run_1/layer_met3.png
Scale bar: 20 um.
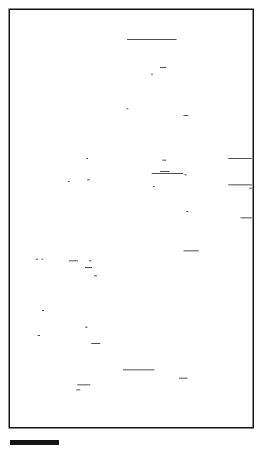
run_1/congestion.png
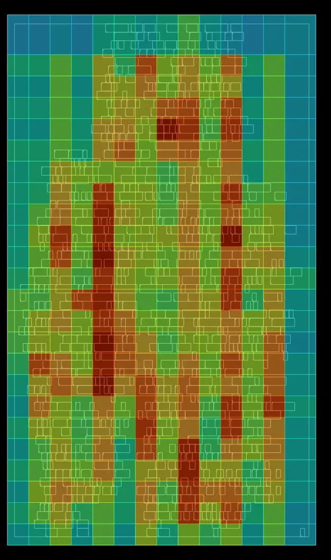
run_1/logic_types.png
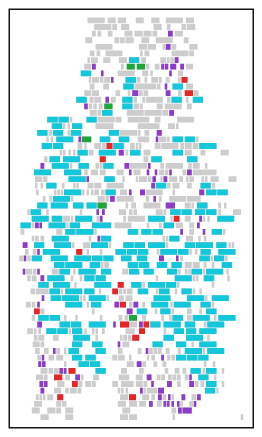
Design multiscale_sweeper_flat, sky130hd; sources not shown.
==> reports/qor.yml, run 1 <==
status: "finished clean"
grt.overflow.total: 0
fp.coreArea_mm2: 0.0158
setup_slack_ns: 0.478
edf_count: 0
first_pass_iters: 4
drv_cap: 0
p_seq_mw: 0.122
largestPowerGroup: "combinational cells"
drive_gt1_frac: 0.0412
topCombFamilyByArea: "adder cells"
switching_power_mw: 0.172
rr_worst_depth: 14
timing.slew.headroom: 0.443
flops: 26
grt_busiest_layer: "met2"
dr.max_layer_used: "met4"
dr_wl_met3_um: 109
final_nets: 1005
path_delay_family: "adder cells"
synth_cells: 775
clk_latency_ns: 0.26
-- layer_met3.png (at the start) --
nets with wire on the layer: 22
longest straight run: 20.0 um
share of all routed wire: 0.76%
wire length on this layer: 110 um
met3 GRT Util: 0.00488
Post-Route WL: 14500 um
via count: 5215

-- congestion.png (at the start) --
DR WL/cell: 14.6 um
met2 Resource Use GR: 0.360

-- logic_types.png (at the start) --
[green] mux cells | cells: 6 | most used: mux2i_1
[purple] nand cells | cells: 98 | most used: nand2_1
[cyan] fa/ha/maj cells | cells: 197 | most used: ha_1
[red] non-inverting ao/oa cells | cells: 19 | most used: a21o_1
most frequent logic cell in the layout: ha_1
Final Non-Filler Cells: 990

run 1: cell usage in the layout (no fill, tap or decap), types with 8 or more instances in the layout:
| master | n |
|---|---|
| ha_1 | 141 |
| inv_1 | 130 |
| a21oi_1 | 55 |
| fa_1 | 55 |
| nand2_1 | 48 |
| nor2_1 | 46 |
| clkdlybuf4s50_1 | 34 |
| dfxtp_1 | 25 |
| nand3_1 | 23 |
| xor2_1 | 22 |
| and2_1 | 21 |
| xnor2_1 | 20 |
| o21ai_0 | 18 |
| nor3_1 | 17 |
| nand4_1 | 11 |
| nor2b_1 | 10 |
| nand2b_1 | 10 |
| a21o_1 | 8 |
| o21bai_1 | 8 |
--- run 2 (diff from run 1) ---
--- a/config.mk
+++ b/config.mk
@@ -12,7 +12,6 @@
 export DETAILED_ROUTE_END_ITERATION = 12
 export MAX_ROUTING_LAYER = met4
 export PLACE_DENSITY = 0.61
-export SLEW_MARGIN = 10
 export SYNTH_ARGS = -nofsm -noshare
 export SYNTH_HDL_FRONTEND = slang
 export SYNTH_SLANG_ARGS = --single-unit
run_2/layer_met3.png
Scale bar: 20 um.
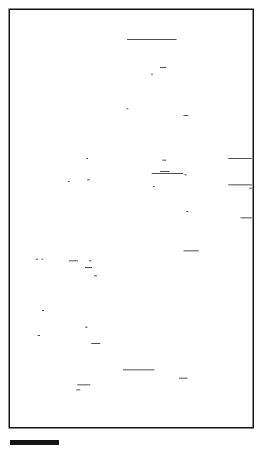
longest straight run: 20.0 um
main direction: horizontal
share of all routed wire: 0.76%

==> run 2 against run 1 <==
  * Combinational power about the same
  * Clock power is essentially flat
  * Count of clock-buffer cells in the layout did not move
  * Hold slack unchanged
  * Largest cell class unchanged
  * Highest routed layer unchanged
  * Routed wire length stayed put
==> reports/qor.yml, run 2 <==
most_common_cell: "ha_1"
dr_wl_met3_um: 109  # unchanged
drv_cap: 0  # unchanged
setup_slack_ns: 0.478  # unchanged
clk_latency_ns: 0.26  # about the same
met2_usage: 0.360  # unchanged
p_seq_mw: 0.122  # about the same
drt_wl_total_um: 14500  # unchanged
dr.max_layer_used: "met4"
edf_count: 0  # unchanged
hp-class: "reg -> reg"
wl_per_cell_um: 14.6  # unchanged
lay_top_count: "ha_1"
vias: 5215  # unchanged
largestPowerGroup: "combinational cells"
diodes: 0
grt.overflow.total: 0  # unchanged
pwr-share-clk: 0.234
use_met3: 0.00488  # unchanged
topCombFamilyByArea: "adder cells"
drive_gt1_frac: 0.0412  # unchanged
final_nets: 1005  # unchanged
log.warning_count: 36
crit_type: "reg -> out"
synth_cells: 775  # unchanged
status: "finished clean"
first_pass_iters: 4  # unchanged
run_2/congestion.png
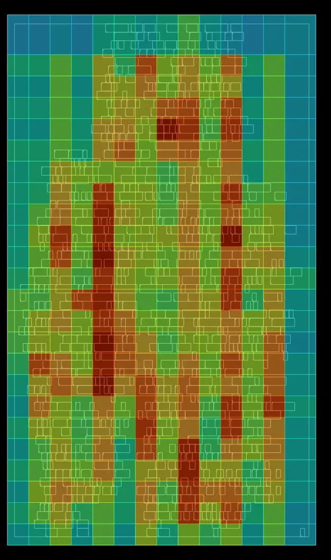
fin util: 0.447
GR peak layer: met2
Total GRT Usage: 0.181
met1 Use GR: 0.187

run 2: cell counts after synthesis:
No cell type changed its count.
run 2: area by class of cell:
| type | instances | area, um^2 |
|---|---|---|
| inverters | 131 | 492 |
| flip-flops and latches | 26 | 522 |
| clock buffers | 4 | 88.8 |
| multi-input cells | 601 | 5340 |
| repair buffers | 39 | 378 |
| well taps | 189 | 236 |
| fillers | 1584 | 8740 |
run 2: through the flow:
step	hold slack (ns)	instances	utilization
final	0.513	990	0.447
after global routing	0.549	990	0.447
after CTS	0.526	990	0.446
after detailed placement	0.517	986	0.440
after global placement	0.501	985	0.440
after floorplan	0.471	776	-
run 2: critical path: cells and delay by family (launching register included):
kind,cells,cell delay [ns]
compound gates,7,1.54
xor+xnor,1,0.22
fa+ha+maj,6,2.72
buf+inv,5,0.90
flops,1,0.43
simple gates,6,0.96
Power and IR drop assume default switching activity.
